[config.mk]
export PLATFORM = sky130hd
export DESIGN_NAME = alu_share_arb
export DESIGN_NICKNAME = d
export VERILOG_FILES = /design/src/rtl/alu_share_arb_pkg.sv /design/src/rtl/alu_share_arb_alu32.sv /design/src/rtl/alu_share_arb.sv
export SDC_FILE = /design/constraint.sdc
export NUM_CORES = 1
export LEC_CHECK = 0
export CAP_MARGIN = 15
export CELL_PAD_IN_SITES_DETAIL_PLACEMENT = 1
export CELL_PAD_IN_SITES_GLOBAL_PLACEMENT = 2
export CORE_AREA = 2 2 206 208
export DETAILED_ROUTE_END_ITERATION = 16
export DIE_AREA = 0 0 208 210
export PLACE_DENSITY_LB_ADDON = 0.1
export SLEW_MARGIN = 20
export SYNTH_ARGS = -nofsm -noshare
export SYNTH_HDL_FRONTEND = slang
export SYNTH_HIERARCHICAL = 1
export SYNTH_SLANG_ARGS = --single-unit
[constraint.sdc]
create_clock -name clk -period 6.8 [get_ports clk]
set_input_delay 1.36 -clock clk [delete_from_list [all_inputs] [get_ports clk]]
set_output_delay 1.36 -clock clk [all_outputs]
set_load 0.005 [all_outputs]
[src/rtl/alu_share_arb_pkg.sv]
// alu_share_arb_pkg: ALU opcode type and constants shared by the ALU datapath and its arbiter
package alu_share_arb_pkg;
    typedef enum logic [3:0] {
        ALU_ADD  = 4'd0,
        ALU_SUB  = 4'd1,
        ALU_AND  = 4'd2,
        ALU_OR   = 4'd3,
        ALU_XOR  = 4'd4,
        ALU_SLL  = 4'd5,
        ALU_SRL  = 4'd6,
        ALU_SRA  = 4'd7,
        ALU_SLT  = 4'd8,
        ALU_SLTU = 4'd9
    } alu_op_t;
    localparam int unsigned N_REQ = 2;
endpackage

[src/rtl/alu_share_arb_alu32.sv]
// alu32: combinational 32-bit ALU; opcodes outside ADD..SLTU yield 0 and flag illegal
module alu32
    import alu_share_arb_pkg::*;
(
    input  alu_op_t     op,
    input  logic [31:0] a,
    input  logic [31:0] b,
    output logic [31:0] result,
    output logic        illegal
);
    logic [4:0] sh;
    assign sh = b[4:0];
    always_comb begin
        result  = '0;
        illegal = 1'b0;
        case (op)
            ALU_ADD:  result = a + b;
            ALU_SUB:  result = a - b;
            ALU_AND:  result = a & b;
            ALU_OR:   result = a | b;
            ALU_XOR:  result = a ^ b;
            ALU_SLL:  result = a << sh;
            ALU_SRL:  result = a >> sh;
            ALU_SRA:  result = $unsigned($signed(a) >>> sh);
            ALU_SLT:  result = {31'b0, $signed(a) < $signed(b)};
            ALU_SLTU: result = {31'b0, a < b};
            default:  illegal = 1'b1;
        endcase
    end
endmodule

[src/rtl/alu_share_arb.sv]
// alu_share_arb: two requesters share one ALU through a round-robin/fixed-priority arbiter,
// each with a one-entry registered response buffer that can drain and refill in the same cycle
module alu_share_arb
    import alu_share_arb_pkg::*;
#(
    parameter bit RR_EN = 1'b1
) (
    input  logic        clk,
    input  logic        rst_n,
    input  logic [1:0]  req_valid,
    output logic [1:0]  req_ready,
    input  alu_op_t     req0_op,
    input  logic [31:0] req0_a,
    input  logic [31:0] req0_b,
    input  alu_op_t     req1_op,
    input  logic [31:0] req1_a,
    input  logic [31:0] req1_b,
    output logic [1:0]  rsp_valid,
    input  logic [1:0]  rsp_ready,
    output logic [31:0] rsp0_data,
    output logic [31:0] rsp1_data,
    output logic [1:0]  rsp_err,
    output logic [31:0] op_count
);
    logic [1:0]  elig, grant, valid_q, err_q;
    logic [31:0] data_q [N_REQ];
    logic [31:0] cnt_q, result;
    logic        ptr_q, illegal;
    alu_op_t     op_sel;
    assign elig = req_valid & (~valid_q | rsp_ready);
    // The pointer only matters when both are eligible; a lone eligible requester always wins
    always_comb grant = (&elig) ? ((RR_EN && ptr_q) ? 2'b10 : 2'b01) : elig;
    assign req_ready = rst_n ? grant : 2'b00;
    assign op_sel = grant[1] ? req1_op : req0_op;
    alu32 u_alu (
        .op      (op_sel),
        .a       (grant[1] ? req1_a : req0_a),
        .b       (grant[1] ? req1_b : req0_b),
        .result  (result),
        .illegal (illegal)
    );
    always_ff @(posedge clk or negedge rst_n) begin
        if (!rst_n) begin
            valid_q   <= 2'b00;
            err_q     <= 2'b00;
            data_q[0] <= '0;
            data_q[1] <= '0;
            cnt_q     <= '0;
            ptr_q     <= 1'b0;
        end else begin
            for (int i = 0; i < N_REQ; i++) begin
                if (grant[i]) begin
                    valid_q[i] <= 1'b1;
                    data_q[i]  <= result;
                    err_q[i]   <= illegal;
                end else if (rsp_ready[i]) begin
                    valid_q[i] <= 1'b0;
                end
            end
            if (|grant) begin
                cnt_q <= cnt_q + 32'd1;
                if (RR_EN) ptr_q <= ~grant[1];
            end
        end
    end
    assign rsp_valid = valid_q;
    assign rsp_err   = err_q & valid_q;
    assign rsp0_data = data_q[0];
    assign rsp1_data = data_q[1];
    assign op_count  = cnt_q;
endmodule

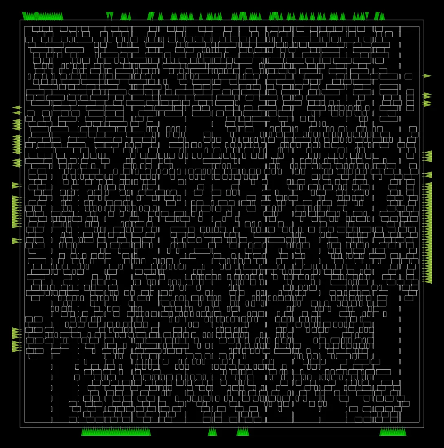
Fig. 1. Placed standard cells.
sequential share of cell area: 0.1524
core area: 41480 um^2
flop count: 101
fillers: 5002
well tap count: 539

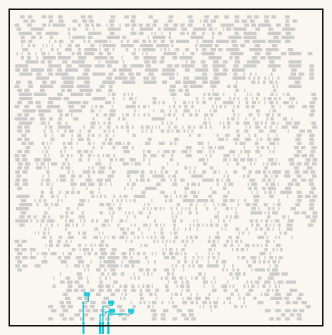
Fig. 2. Nets reached from selected ports.
(1.5 px per um)
legend:
  cyan:
    port: req0_op
    bits: 4
    direction: input
    end_cells: 4
    buffers: 4
    wire: 70.7 um

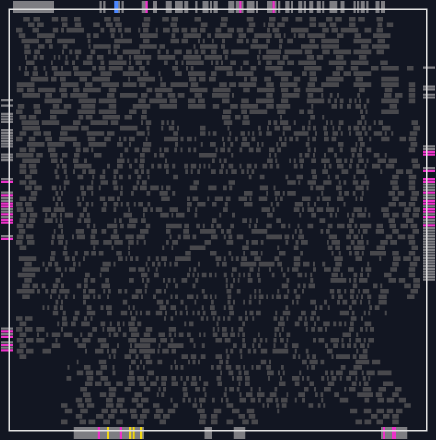
Fig. 3. Pin placement.
(2 px per um) Pins as bars across the die edge, other pins in grey.
legend:
  magenta:
    port: req0_b
    pins: 32
    direction: input
    edge: 12 east, 12 west, 5 south, 3 north
  yellow:
    port: req0_op
    pins: 4
    direction: input
    edge: south
  blue:
    port: rsp_valid
    pins: 2
    direction: output
    edge: north

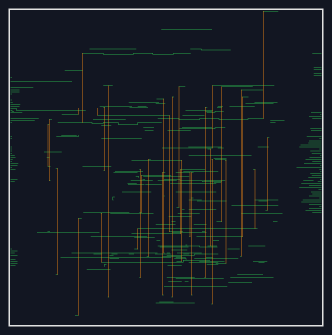
Fig. 4. Signal wires by layer.
(1.5 px per um) Only two layers are drawn.
legend:
  green:
    layer: met3
    wire_length: 3210 um
  orange:
    layer: met4
    wire_length: 2200 um

==> results.py <==
# Flow results
metrics = {
    "floorplan": {
        "die_h_um": 210,
        "die_x_um": 208,
        "std_cell_rows": 75,
        "die_area_um2": 43680,
        "ios": 244,
        "fp_util": 0.3153,
    },
    "synthesis": {
        "ys_area_um2": 13080,
        "yosys.area.top_type": "dfrtp_1",
        "ys_sh_adder": 0.09777,
        "ys_seq_share": 0.1932,
        "synth_top_flop_cell": "dfrtp_1",
        "async_flop_share": 1.000,
        "syn_avg_cell_area_um2": 8.019,
        "top_logic_kind": "AND-OR/OR-AND gates",
        "synth.top_cell.area_share": 0.1932,
        "ys_ff": 101,
        "yosys-top-cells-count": "nor2_1, mux2_2, a21oi_1, nand2_1, dfrtp_1",
        "synth_cell_type_count": 91,
        "syn-cell-area_um2": 13080,
        "synth_nets": 1874,
        "synth_cells": 1631,
        "yosys-top-cells-area": "dfrtp_1, mux2_2, ha_1, nor2_1, mux2i_1",
        "edf_count": 0,
        "ys_warn_count": 6,
        "mux_share": 0.1969,
        "synthAoiAreaFrac": 0.2599,
        "top_cell": "nor2_1",
        "ys_cells": 1631,
        "xor_share": 0.02277,
        "synthSimpleGateAreaFrac": 0.1629,
    },
    "clock_network": {
        "cts_setup_buffers": 0,
        "insertion_delay_ps": 360,
        "cts_made_buffers": 9,
        "clock_sinks": 101,
        "postCtsHoldBufs": 0,
        "cts_max_level": 3,
        "tritoncts": "built",
        "clockBufferDepth": 2,
        "clk_pin_slew_ps": 70,
        "cts_root_buf": "clkbuf_16",
        "cts_resized": 0,
    },
    "power": {
        "p_comb_frac": 0.639,
        "power_mw": 3.999,
        "pwr-share-clk": 0.126,
        "vdd_drop_max_v": 0.0002277,
        "power_switching_mw": 1.766,
        "p_leak_nw": 6.984,
        "p_per_area_nw_per_um2": 241.1,
        "p_int_mw": 2.233,
        "switching_share": 0.4417,
        "seqPwrFrac": 0.235,
    },
    "critical_path": {
        "ff2ff_path_depth": 19,
        "rrSetupSlack_ps": 1550,
        "start_kind": "primary input",
        "critPathKind": "primary input to register",
        "crit_arrival_ps": 6560,
        "worst_setup_path_end_kind": "register",
        "cp.required_ps": 7040,
        "critical_path.startpoint": "rsp_ready[0]",
        "r2r_start": "rsp_valid[0]",
        "critPathMaxFanout": 18,
    },
    "layout": {
        "final_cell_area_um2": 16580,
        "final_nets": 2087,
        "buf_share": 0.1820,
        "n_antenna_cell": 1,
        "clock_buffers": 11,
        "buffers": 313,
        "comb_share": 0.5866,
        "regArea_um2": 2527,
        "clkCellAreaFrac": 0.01713,
        "drive_gt1_frac": 0.1504,
        "logic_area_um2": 9729,
        "inverters": 93,
        "dominant_cells": "combinational gates",
        "area_delta_synth_final_pct": 26.81,
        "finalNonFillerCells": 2389,
        "logic_gates": 1326,
    },
    "outcome": {
        "status": "finished clean",
    },
    "placement": {
        "hpwl_um": 49360,
        "place_congestion": 0.9128,
        "place_inst": 2371,
        "placed_area_um2": 16280,
        "portBuffers": 243,
    },
    "routing": {
        "wire_per_inst_um": 26.02,
        "num_vias": 13882,
        "dr.pass1.iters": 6,
        "drcViolationCount": 0,
        "routed_wirelength_um": 62160,
        "drt_iter0_drc": 869,
        "via_per_inst": 5.811,
        "ant_nets": 0,
    },
    "job": {
        "tool_warnings": 92,
        "cap_violations": 0,
    },
    "sta": {
        "rsz0062_at_grt": "false",
        "finalClockSkew_ps": 10.98,
        "max-slew-margin-rel": 0.2548,
        "max_freq_mhz": 158.2,
        "finalSetupViolCount": 0,
        "tightest_slew_ps": 1109,
        "min_period_ps": 6319,
        "slew_violations": 0,
        "hold_violations": 0,
        "tns_ps": 0,
        "whs_ps": 477.0,
        "fin_crit_sh": 0.9293,
    },
    "grt": {
        "overflow": 0,
        "grt_antenna_before_repair": 2,
        "track_usage": 0.2801,
        "grt_max_degree": 88,
        "grt_pass1_vias": 14275,
        "grt_pass1_wl_um": 93680,
    },
    "worst_hold_path": {
        "min_from": "op_count[31]",
        "whs_path_depth": 1,
        "hp-class": "register to register",
    },
}
## cells in the final DEF, fill, tap and decap left out, types with 66 or more instances in the layout
cell and n:
mux2i_1 66, ha_1 99, a21oi_1 122, mux2_2 137
inv_1 91, clkdlybuf4s50_1 242, o21ai_0 96, buf_4 66
nor2_1 205, dfrtp_1 101, nand2_1 113
## registers in the layout, summed over array words and instances (netlist names)
register	flops
err_q	2
op_count	32
ptr_q	1
rsp0_data	32
rsp1_data	32
rsp_valid	2
## final timing paths
path / to
setup reg to reg: rsp0_data[29]
setup / recovery: rsp0_data[29]
max in group asynchronous: op_count[25]
min in group asynchronous: rsp1_data[1]
hold / removal: op_count[31]
hold reg to reg: op_count[31]
## worst max-delay path: stages
cell and delay (ps):
clkdlybuf4s50_1 440, nand2b_1 180, nand2_1 220, o21ai_4 250, buf_12 220, mux2_2 410
inv_1 200, ha_1 310, a211oi_1 370, o21a_1 290, nor3_1 100, o211ai_1 200
buf_4 170, nand3_1 80, a21oi_1 520, o311a_1 300, o32ai_1 80, a2111oi_0 420
a31oi_1 110, mux2_2 280
## metrics by stage
step	worst slack, ps	util
detailed placement	94.02	0.3925
floorplan	4.276	-
CTS	479.2	0.3993
finish	480.6	0.3998
global route	93.84	0.3998
global placement	203.3	0.3925
## power groups by stage
| stage | sequential (mW) | combinational [mW] | clock, mW |
|---|---|---|---|
| finish | 0.941 | 2.55 | 0.504 |
| global route | 0.974 | 2.75 | 0.546 |
| CTS | 0.950 | 2.55 | 0.525 |
| detailed placement | 0.958 | 2.53 | 0 |
| global placement | 0.953 | 2.51 | 0 |
| floorplan | 0.937 | 1.37 | 0 |
## routing by layer
metal / GRT usage / routed length [um]
met4: 0.09269 / 2197
met3: 0.04216 / 3209
met1: 0.3629 / 27050
met2: 0.4776 / 29700
met5: 0 / 12
Power is estimated from default activity; no workload was simulated.
